Fig. 1: run 1, clock network drawn from the DEF
The bar under the picture is 50 µm long.
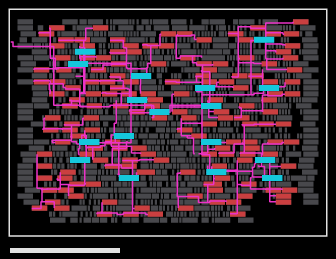
Fig. 2: run 1, wiring by layer
The bar under the picture is 50 µm long. Only two layers are drawn.
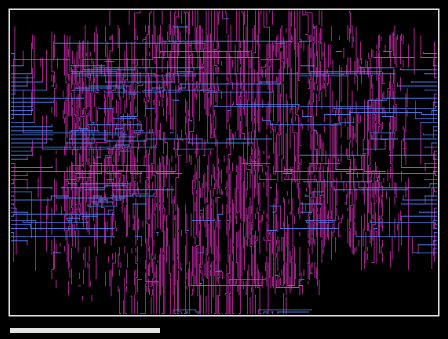
Fig. 3: run 1, clock nets
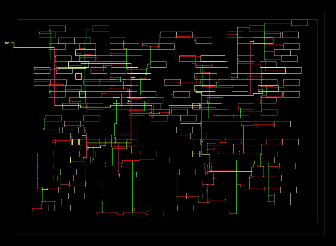
Fig. 4: run 1, register map, names as in the netlist
The bar under the picture is 50 µm long. Other sequential cells in the stronger gray, the rest of the logic in the fainter gray.
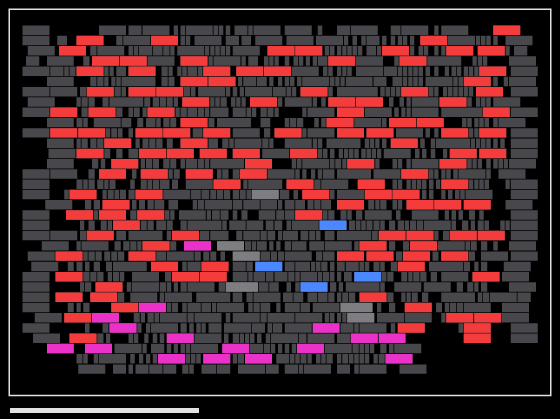
### src/rtl/min_feeder_if.sv
// Bundle of the score-input, min-search and result ports of min_feeder.
// Valid/ready rule for in_* and out_*: a word moves on a rising edge where valid && ready;
// the source holds valid and data stable until then, and ready may depend on state only.
interface min_feeder_if #(
  parameter int DATA_W = 16,
  parameter int NUM    = 8
);
  logic                  in_valid;
  logic                  in_ready;
  logic [DATA_W-1:0]     in_data;
  logic [NUM*DATA_W-1:0] min_numbers;
  logic                  min_start;
  logic [DATA_W-1:0]     min_result;
  logic                  min_done;
  logic                  out_valid;
  logic                  out_ready;
  logic [DATA_W-1:0]     out_min;
  logic                  out_err;

  modport master (
    input  in_valid, in_data, min_result, min_done, out_ready,
    output in_ready, min_numbers, min_start, out_valid, out_min, out_err
  );

  modport slave (
    output in_valid, in_data, min_result, min_done, out_ready,
    input  in_ready, min_numbers, min_start, out_valid, out_min, out_err
  );
endinterface

### src/rtl/min_feeder.sv
// Packs NUM score words into one vector, runs the external min-search unit on it
// under a watchdog, and hands the captured minimum downstream.
module min_feeder #(
  parameter int DATA_W  = 16,
  parameter int NUM     = 8,
  parameter int TIMEOUT = 16
) (
  input  logic               clk,
  input  logic               rst,
  min_feeder_if.master       bus,
  output logic [1:0]         state_dbg
);

  localparam int IDX_W = $clog2(NUM);
  localparam int CNT_W = $clog2(TIMEOUT);
  localparam logic [IDX_W-1:0] LAST_IDX = IDX_W'(NUM - 1);
  localparam logic [CNT_W-1:0] LAST_CNT = CNT_W'(TIMEOUT - 1);

  typedef enum logic [1:0] {
    FILL = 2'd0,
    RUN  = 2'd1,
    OUT  = 2'd2
  } state_t;

  state_t                state_q, state_d;
  logic [IDX_W-1:0]      wr_idx;
  logic [CNT_W-1:0]      wait_cnt;
  logic [NUM*DATA_W-1:0] numbers_q;
  logic [DATA_W-1:0]     out_min_q;
  logic                  out_err_q;

  logic accept;
  logic take_done;
  logic take_timeout;
  logic min_start_d;
  logic out_valid_d;

  always_ff @(posedge clk) begin
    if (rst) state_q <= FILL;
    else     state_q <= state_d;
  end

  // min_done has priority over the watchdog when both land on the last RUN cycle.
  always_comb begin
    state_d      = state_q;
    accept       = 1'b0;
    take_done    = 1'b0;
    take_timeout = 1'b0;
    min_start_d  = 1'b0;
    out_valid_d  = 1'b0;
    case (state_q)
      FILL: begin
        accept = bus.in_valid && !rst;
        if (accept && (wr_idx == LAST_IDX)) state_d = RUN;
      end
      RUN: begin
        min_start_d = 1'b1;
        if (bus.min_done) begin
          take_done = 1'b1;
          state_d   = OUT;
        end else if (wait_cnt == LAST_CNT) begin
          take_timeout = 1'b1;
          state_d      = OUT;
        end
      end
      OUT: begin
        out_valid_d = 1'b1;
        if (bus.out_ready) state_d = FILL;
      end
      default: state_d = FILL;
    endcase
  end

  always_ff @(posedge clk) begin
    if (rst) begin
      wr_idx    <= '0;
      wait_cnt  <= '0;
      numbers_q <= '0;
      out_min_q <= '0;
      out_err_q <= 1'b0;
    end else begin
      if (accept) begin
        for (int k = 0; k < NUM; k++) begin
          if (wr_idx == IDX_W'(k)) numbers_q[k*DATA_W +: DATA_W] <= bus.in_data;
        end
        wr_idx <= (wr_idx == LAST_IDX) ? '0 : wr_idx + 1'b1;
      end
      if (state_q == RUN) begin
        wait_cnt <= wait_cnt + 1'b1;
        if (take_done) begin
          out_min_q <= bus.min_result;
          out_err_q <= 1'b0;
          wait_cnt  <= '0;
        end else if (take_timeout) begin
          out_min_q <= '1;
          out_err_q <= 1'b1;
          wait_cnt  <= '0;
        end
      end
    end
  end

  // in_ready is gated by rst so it reads low during the reset cycle itself.
  assign bus.in_ready    = (state_q == FILL) && !rst;
  assign bus.min_start   = min_start_d;
  assign bus.out_valid   = out_valid_d;
  assign bus.min_numbers = numbers_q;
  assign bus.out_min     = out_min_q;
  assign bus.out_err     = out_err_q;
  assign state_dbg       = state_q;

endmodule

### src/flat_wrapper.sv
// flat-port wrapper written by rule: the top's interface ports become plain ports
module min_feeder_flat 
#(
  parameter int DATA_W  = 16,
  parameter int NUM     = 8,
  parameter int TIMEOUT = 16
)
  (clk, rst, state_dbg, bus_in_valid, bus_in_data, bus_min_result, bus_min_done, bus_out_ready, bus_in_ready, bus_min_numbers, bus_min_start, bus_out_valid, bus_out_min, bus_out_err);
  min_feeder_if #(.DATA_W(DATA_W), .NUM(NUM)) bus_i ();
  input  logic clk;
  input  logic rst;
  output logic [1:0] state_dbg;
  input wire logic [$bits(bus_i.in_valid)-1:0] bus_in_valid;
  input wire logic [$bits(bus_i.in_data)-1:0] bus_in_data;
  input wire logic [$bits(bus_i.min_result)-1:0] bus_min_result;
  input wire logic [$bits(bus_i.min_done)-1:0] bus_min_done;
  input wire logic [$bits(bus_i.out_ready)-1:0] bus_out_ready;
  output wire logic [$bits(bus_i.in_ready)-1:0] bus_in_ready;
  output wire logic [$bits(bus_i.min_numbers)-1:0] bus_min_numbers;
  output wire logic [$bits(bus_i.min_start)-1:0] bus_min_start;
  output wire logic [$bits(bus_i.out_valid)-1:0] bus_out_valid;
  output wire logic [$bits(bus_i.out_min)-1:0] bus_out_min;
  output wire logic [$bits(bus_i.out_err)-1:0] bus_out_err;
  assign bus_i.in_valid = bus_in_valid;
  assign bus_i.in_data = bus_in_data;
  assign bus_i.min_result = bus_min_result;
  assign bus_i.min_done = bus_min_done;
  assign bus_i.out_ready = bus_out_ready;
  assign bus_in_ready = bus_i.in_ready;
  assign bus_min_numbers = bus_i.min_numbers;
  assign bus_min_start = bus_i.min_start;
  assign bus_out_valid = bus_i.out_valid;
  assign bus_out_min = bus_i.out_min;
  assign bus_out_err = bus_i.out_err;
  min_feeder #(.DATA_W(DATA_W), .NUM(NUM), .TIMEOUT(TIMEOUT)) u_core (.clk(clk), .rst(rst), .bus(bus_i), .state_dbg(state_dbg));
endmodule
### config.mk
export PLATFORM = sky130hd
export DESIGN_NAME = min_feeder_flat
export DESIGN_NICKNAME = d
export VERILOG_FILES = /design/src/rtl/min_feeder_if.sv /design/src/rtl/min_feeder.sv /design/src/flat_wrapper.sv
export SDC_FILE = /design/constraint.sdc
export NUM_CORES = 1
export LEC_CHECK = 0
export ABC_AREA = 1
export CORE_ASPECT_RATIO = 0.7
export CORE_MARGIN = 3
export CORE_UTILIZATION = 47
export CTS_BUF_LIST = sky130_fd_sc_hd__clkbuf_4 sky130_fd_sc_hd__clkbuf_8 sky130_fd_sc_hd__clkbuf_16
export CTS_CLUSTER_DIAMETER = 100
export DETAILED_ROUTE_END_ITERATION = 7
export PLACE_DENSITY = 0.8
export SYNTH_ARGS = -nofsm -noshare
export SYNTH_HDL_FRONTEND = slang
export SYNTH_SLANG_ARGS = --single-unit
### constraint.sdc
create_clock -name clk -period 1.7 [get_ports clk]
set_input_delay 0.51 -clock clk [delete_from_list [all_inputs] [get_ports clk]]
set_output_delay 0.51 -clock clk [all_outputs]
set_load 0.1 [all_outputs]
==> results.yml, run 1 <==
# physical design summary
power_and_ir_drop:
  ir_worst_vdd_v: 0.0007656
  swShare: 0.2684
  seqPwrFrac: 0.431
final_layout:
  drive_above_1_share: 0.2388
  fillers: 678
  finalNetCount: 1100
  logic_area_um2: 2471
grt:
  overflow: 0
  grt.busiest_layer: "met2"
  grt_pass1_wl_mm: 34.82
synth:
  yosys.area.top_type: "dfxtp_1"
  ys_seq_frac: 0.4992
  synth.most_common_cell: "nand2_1"
min_path:
  min-delay-path-class: "input pin to flip-flop"
  holdPathStages: 3
setup_path:
  cp.arrival_ns: 1.23
  endpoint: "bus_in_ready"
  ff2ff_setup_slack_ns: 0.12
status:
  outcome: "finished with violations"
  violations: "setup timing"
clock_tree:
  htree_levels: 4
  clk_pin_slew_ns: 0.06
sta:
  finalCritPeriodShare: 1.022
  relSlewSlack: 0.4586
  setup_viol: 3
  fin_ws_ns: -0.03790
placement:
  port_buffers: 186
drt:
  drt_first_iter_violations: 652
run:
  maxCapViolations: 0
-- Fig. 1 (at the start) --
clock wires -> magenta  # length 1800 µm
cells driving clock nets -> cyan  # count 17
flip-flops -> red  # count 154
routed clock nets = 18
flops lie = all over the die

-- Fig. 2 (at the start) --
met3 -> blue  # wire length 2570 µm
met2 -> magenta  # wire length 10800 µm

-- Fig. 3 (at the start) --
clock skew: 0.007566 ns
clock buffer count: 21
Latency at later pin: 0.42 ns
flip-flops: 154
Clock Power: 3.78 mW

-- Fig. 4 (at the start) --
u_core.bus.min_numbers -> red  # placed flops 128
u_core.bus.out_min -> magenta  # placed flops 16
u_core.wait_cnt -> blue  # placed flops 4
Flop area: 3090 µm²
Core Util, Final: 0.8392
flop share of the area: 0.2915

[run 1: layout make-up]
| cell class | count | share of cell area |
|---|---|---|
| Timing Repair Buffer | 242 | 0.3709 |
| Inverter | 83 | 0.03021 |
| Clock inverter | 10 | 0.01109 |
| Clock buffer | 21 | 0.04413 |
| Tap cell | 162 | 0.01912 |
| Sequential cell | 154 | 0.2915 |
| Multi-Input combinational cell | 558 | 0.2331 |
[run 1: per-layer routing]
layer	wire length, µm	vias to the layer above
li1	-	3060
met1	8631	3123
met3	2566	75
met5	0	-
met2	10810	387
met4	763	0
[run 1: critical path, stage by stage, from the launching register on]
cell and delay, ns:
dfxtp_4 0.38, inv_4 0.09, nand2_4 0.06, nor2_4 0.11
buf_12 0.18
[run 1: power by group through the flow]
stage | clock [mW] | sequential [mW] | combinational [mW]
floorplan | 0 | 4.12 | 0.313
global placement | 0 | 3.80 | 1.10
detailed placement | 0 | 3.80 | 1.11
CTS | 3.78 | 3.73 | 1.13
global route | 3.95 | 3.73 | 1.19
finish | 3.78 | 3.73 | 1.15
[run 1: sequential cells by signal (all words and copies together) (netlist names)]
name,cells
u_core.bus.min_numbers,128
u_core.bus.out_err,1
u_core.bus.out_min,16
u_core.state_dbg,2
u_core.wait_cnt,4
u_core.wr_idx,3
[run 1: kinds of logic after synthesis]
family | share of synthesized area
flops | 0.4992
simple gates | 0.3037
fa+ha+maj | 0.01418
buf+inv | 0.1068
compound gates | 0.07617
[run 1: repair_timing]
action / in CTS / in global routing
buffers inserted: 7 / 1
pin swaps: 3 / 2
resized: 3 / 2
hold endpoints to repair: 0 / 0
setup endpoints to repair: 3 / 12
cloned: 0 / 0
Fig. 5: run 1, cell classes on the final placement
Fill, decap, tap and diode cells in gray.
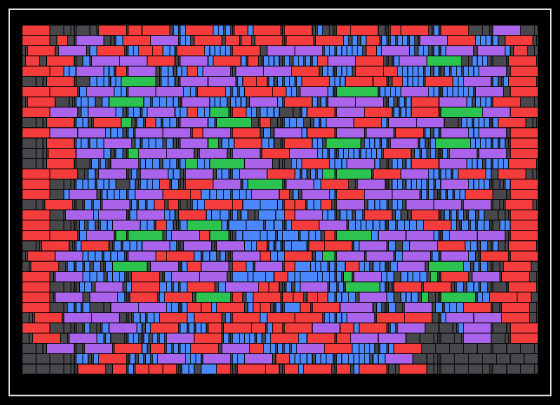

==> inputs of run 2 (changes only) <==
--- a/config.mk
+++ b/config.mk
@@ -8,11 +8,13 @@
 export ABC_AREA = 1
 export CORE_ASPECT_RATIO = 0.7
 export CORE_MARGIN = 3
-export CORE_UTILIZATION = 47
+export CORE_UTILIZATION = 63
 export CTS_BUF_LIST = sky130_fd_sc_hd__clkbuf_4 sky130_fd_sc_hd__clkbuf_8 sky130_fd_sc_hd__clkbuf_16
 export CTS_CLUSTER_DIAMETER = 100
 export DETAILED_ROUTE_END_ITERATION = 7
-export PLACE_DENSITY = 0.8
+export DONT_BUFFER_PORTS = 1
+export GPL_TIMING_DRIVEN = 0
+export PLACE_DENSITY = 0.79
 export SYNTH_ARGS = -nofsm -noshare
 export SYNTH_HDL_FRONTEND = slang
 export SYNTH_SLANG_ARGS = --single-unit
Fig. 6: run 2, cell classes on the final placement
Fill, decap, tap and diode cells in gray.
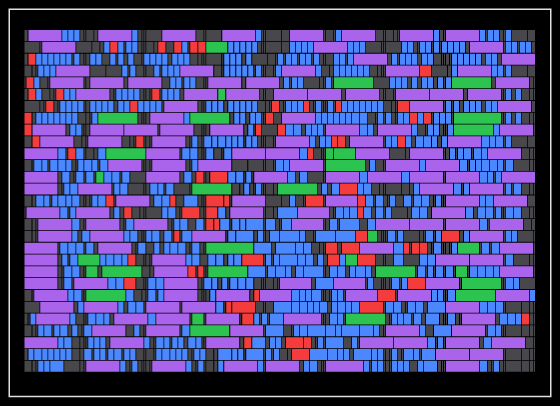
other buffers and delay cells -> red  # cells 73
clock drivers and dummy loads -> green  # cells 31
all other logic -> blue  # cells 641
flops -> purple  # cells 154

==> run 2 against run 1 <==
  * The run still ends with setup timing left
  * Final cell count fell by 17%
  * Sequential share of layout area rose by 15 points
  * Maximum frequency decreased by 19%
  * First-iteration DRC count up 14%
  * Utilization fell by 4.4 points
  * Global-route usage is 2.8 points higher
  * Count of clock-buffer cells in the layout increased by 3
  * Wire length fell by 15%
  * Hold slack got worse by 0.24 ns
  * Non-clock buffer count down 169
  * Critical path type unchanged
  * Largest power group is now registers
  * Highest routed layer unchanged
==> results.yml, run 2 <==
# physical design summary
status:
  violations: "setup timing"
  outcome: "finished with violations"
synth:
  synth.most_common_cell: "nand2_1"
  yosys.area.top_type: "dfxtp_1"
  ys_seq_frac: 0.4992
drt:
  drt_first_iter_violations: 744
  dr_wl_met3_mm: 2.695
  drt-met1-wl_mm: 7.231
  top_layer_used: "met4"
  wl_met2_mm: 8.710
run:
  maxCapViolations: 0
final_layout:
  finalNetCount: 931
  drive_above_1_share: 0.3026
  fin_util: 0.7957
  fillers: 653
grt:
  overflow: 0
sta:
  finalCritPeriodShare: 1.263
  fin_ws_ns: -0.4476
  relSlewSlack: 0.5335
  setup_viol: 25
  skew_ns: 0.006599
power_and_ir_drop:
  ir_worst_vdd_v: 0.0008779
  powerSeq_mw: 4.07
  swShare: 0.2641
  p_comb_mw: 0.482
  seqPwrFrac: 0.487
setup_path:
  ff2ff_setup_slack_ns: -0.17
  cp.arrival_ns: 1.64
  cp_cell_sequence: "inv_4, nor2_4"
  cpPeakStageDelay_ns: 0.58
clock_tree:
  clk_pin_slew_ns: 0.06
min_path:
  min-delay-path-class: "input pin to flip-flop"
  holdPathStages: 3
[run 2: cell counts after synthesis]
No cell type changed its count.
[run 2: what timing repair did]
action / in CTS / in global routing
pin swaps: 10 / 7
setup buffers: 3 / 6
hold buffers: 0 / 0
resized: 165 / 44
gates cloned: 0 / 0
setup endpoints to repair: 214 / 101
[run 2: worst max-delay path by stage]
stage | from | end | slack, ns | cells past startpoint
2_1_floorplan | rst | bus_in_ready | -0.05 | 3
3_3_place_gp | u_core.state_dbg[0] | u_core.bus.out_min[6] | -0.13 | 6
3_5_place_dp | u_core.state_dbg[0] | u_core.bus.out_min[11] | -0.16 | 6
4_1_cts | u_core.state_dbg[0] | bus_min_start | -0.43 | 2
5_1_grt | u_core.state_dbg[0] | bus_min_start | -0.47 | 2
6_report | u_core.state_dbg[0] | bus_min_start | -0.45 | 2
[run 2: layout make-up]
type	instances	area [µm²]	share of cell area
sequential	154	3272	0.4427
tap	124	155.1	0.02099
multi-input combinational	558	2582	0.3494
buffer	64	392.9	0.05316
clock inverter	7	88.84	0.01202
inverter	83	317.8	0.04300
timing repair buffer	9	78.83	0.01067
clock buffer	24	503.0	0.06805
[run 2: layer usage]
metal | vias up | GRT usage
met2 | 365 | 0.5451
met5 | - | 0
li1 | 2740 | -
met3 | 64 | 0.1423
met1 | 2771 | 0.4083
met4 | 0 | 0.1274
[run 2: logic make-up after synthesis]
family,count (synthesis),share of synthesized area
compound gates,94,0.07617
fa+ha+maj,7,0.01418
buf+inv,150,0.1068
flops,154,0.4992
simple gates,457,0.3037
[run 2: worst max-delay path, delay by kind of cell (launching register included)]
family | cells | cell delay (ns)
DFF | 1 | 0.58
and+or+nand+nor | 1 | 0.55
buffers and inverters | 1 | 0.07
Fig. 7: run 2, clock nets
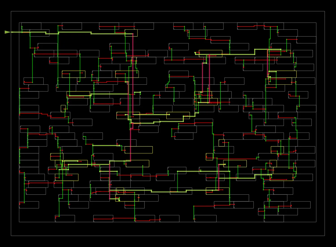

==> inputs of run 3 (changes only) <==
--- a/config.mk
+++ b/config.mk
@@ -8,13 +8,13 @@
 export ABC_AREA = 1
 export CORE_ASPECT_RATIO = 0.7
 export CORE_MARGIN = 3
-export CORE_UTILIZATION = 63
+export CORE_UTILIZATION = 43
 export CTS_BUF_LIST = sky130_fd_sc_hd__clkbuf_4 sky130_fd_sc_hd__clkbuf_8 sky130_fd_sc_hd__clkbuf_16
 export CTS_CLUSTER_DIAMETER = 100
 export DETAILED_ROUTE_END_ITERATION = 7
 export DONT_BUFFER_PORTS = 1
 export GPL_TIMING_DRIVEN = 0
-export PLACE_DENSITY = 0.79
+export PLACE_DENSITY = 0.69
 export SYNTH_ARGS = -nofsm -noshare
 export SYNTH_HDL_FRONTEND = slang
 export SYNTH_SLANG_ARGS = --single-unit
==> constraint.sdc (replaced) <==
create_clock -name clk -period 1.75 [get_ports clk]
set_input_delay 0.525 -clock clk [delete_from_list [all_inputs] [get_ports clk]]
set_output_delay 0.525 -clock clk [all_outputs]
set_load 0.1 [all_outputs]
Fig. 8: run 3, clock nets
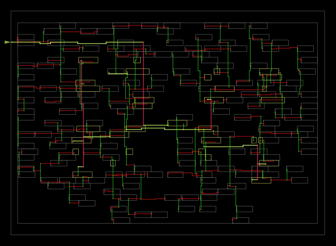
Latency at later pin: 0.41 ns
Clock Power: 3.95 mW
total CTS buffers: 17

==> run 3 against run 2 <==
  * Global-route usage is 10 points lower
  * Sequential power is 3% lower
  * The run still ends with setup timing left
  * Largest cell class unchanged
  * Total power barely moved
==> results.yml, run 3 <==
# physical design summary
sta:
  fin_ws_ns: -0.4052
  skew_ns: 0.008547
  finalMaxSlewViolations: 0
  setup_viol: 14
  finalCritPeriodShare: 1.232
  relSlewSlack: 0.5369
  worst_pin_slew_ns: 0.6930
final_layout:
  largest_reg_flops: 128
  final-seq-area_um2: 3272
  stdcell_count: 1080
  logic_area_um2: 2539
  fin_area_um2: 7407
  fillers: 1298
  num_antenna_cells: 0
  drive_above_1_share: 0.2961
  finalNetCount: 926
  fin_util: 0.5456
synth:
  synth.most_common_cell: "nand2_1"
  ys_types: 18
  synth_top_area_share: 0.4992
  async_flop_share: 0
  synth-seq-cells: 154
  synthTopCellsByArea: "dfxtp_1 50%, nand2_1 13%, nand3_1 8.3%"
  yosys.area.top_type: "dfxtp_1"
  ys_seq_frac: 0.4992
  synth.cell_area_um2: 6176
floorplanning:
  fp.dieW_um: 149.2
  core_util_floorplan: 0.4549
  rows: 35
status:
  violations: "setup timing"
  outcome: "finished with violations"
grt:
  grtUsageMet2: 0.3491
  met3_usage: 0.1155
  overflow: 0
  grt.busiest_layer: "met2"
  grtUsageMet1: 0.3095
  grt_pass1_wl_mm: 28.88
power_and_ir_drop:
  ir_worst_vdd_v: 0.0006714
clock_tree:
  clk_pin_slew_ns: 0.06
  htree_levels: 4
  ctsHoldBuffers: 0
  cts_buffer_depth: 2
min_path:
  holdPathStages: 3
  min-delay-path-class: "input pin to flip-flop"
drt:
  drt_first_iter_violations: 382
run:
  maxCapViolations: 0
placement:
  port_buffers: 0
setup_path:
  cp.arrival_ns: 1.63
  ff2ff_setup_slack_ns: -0.06
[run 3: cell counts after synthesis]
Identical to the previous run, type by type.
[run 3: worst max-delay path, stage by stage, from the launching register on]
cell and delay [ns]:
dfxtp_4 0.59, inv_4 0.07, nor2_4 0.54
[run 3: logic make-up (layout without fill, tap and decap cells)]
logic type	count (synthesis)	in the layout	share of synthesized area
AND/OR/NAND/NOR	457	457	0.3037
flip-flops	154	154	0.4992
buffers and inverters	150	183	0.1068
AND-OR/OR-AND	94	94	0.07617
adder cells (fa/ha/maj)	7	7	0.01418
[run 3: report_power, final]
group	switching (mW)	total (mW)	internal (mW)
sequential	0.386	3.95	3.56
combinational	0.341	0.464	0.124
clock	1.53	3.95	2.42
total	2.26	8.36	6.10
[run 3: how the worst max path moves through the flow]
stage | start | endpoint | slack, ns
global placement | u_core.state_dbg[0] | u_core.bus.out_min[6] | -0.11
global route | u_core.state_dbg[0] | bus_min_start | -0.46
CTS | u_core.state_dbg[0] | bus_min_start | -0.42
floorplan | rst | bus_in_ready | -0.03
detailed placement | u_core.state_dbg[0] | u_core.bus.out_min[6] | -0.12
finish | u_core.state_dbg[0] | bus_min_start | -0.41
[run 3: cell type report]
cell class / instances / share of cell area
sequential: 154 / 0.4417
multi-input combinational: 558 / 0.3427
clock buffer: 18 / 0.05845
buffer: 62 / 0.04983
inverter: 83 / 0.04291
tap: 185 / 0.03125
clock inverter: 14 / 0.02601
timing repair buffer: 6 / 0.007095
[run 3: per-layer routing]
layer,up-vias,part of all wire
met4,0,0.0082
met2,224,0.43
met5,-,0
met3,14,0.13
met1,2492,0.43
li1,2720,-
[run 3: what timing repair did]
action | 4_1_cts | 5_1_grt
setup buffers | 1 | 5
pin swaps | 2 | 7
resized | 149 | 42
endpoints found under the setup margin | 199 | 96
No activity file was given, so power comes from the tool's default toggle rates.
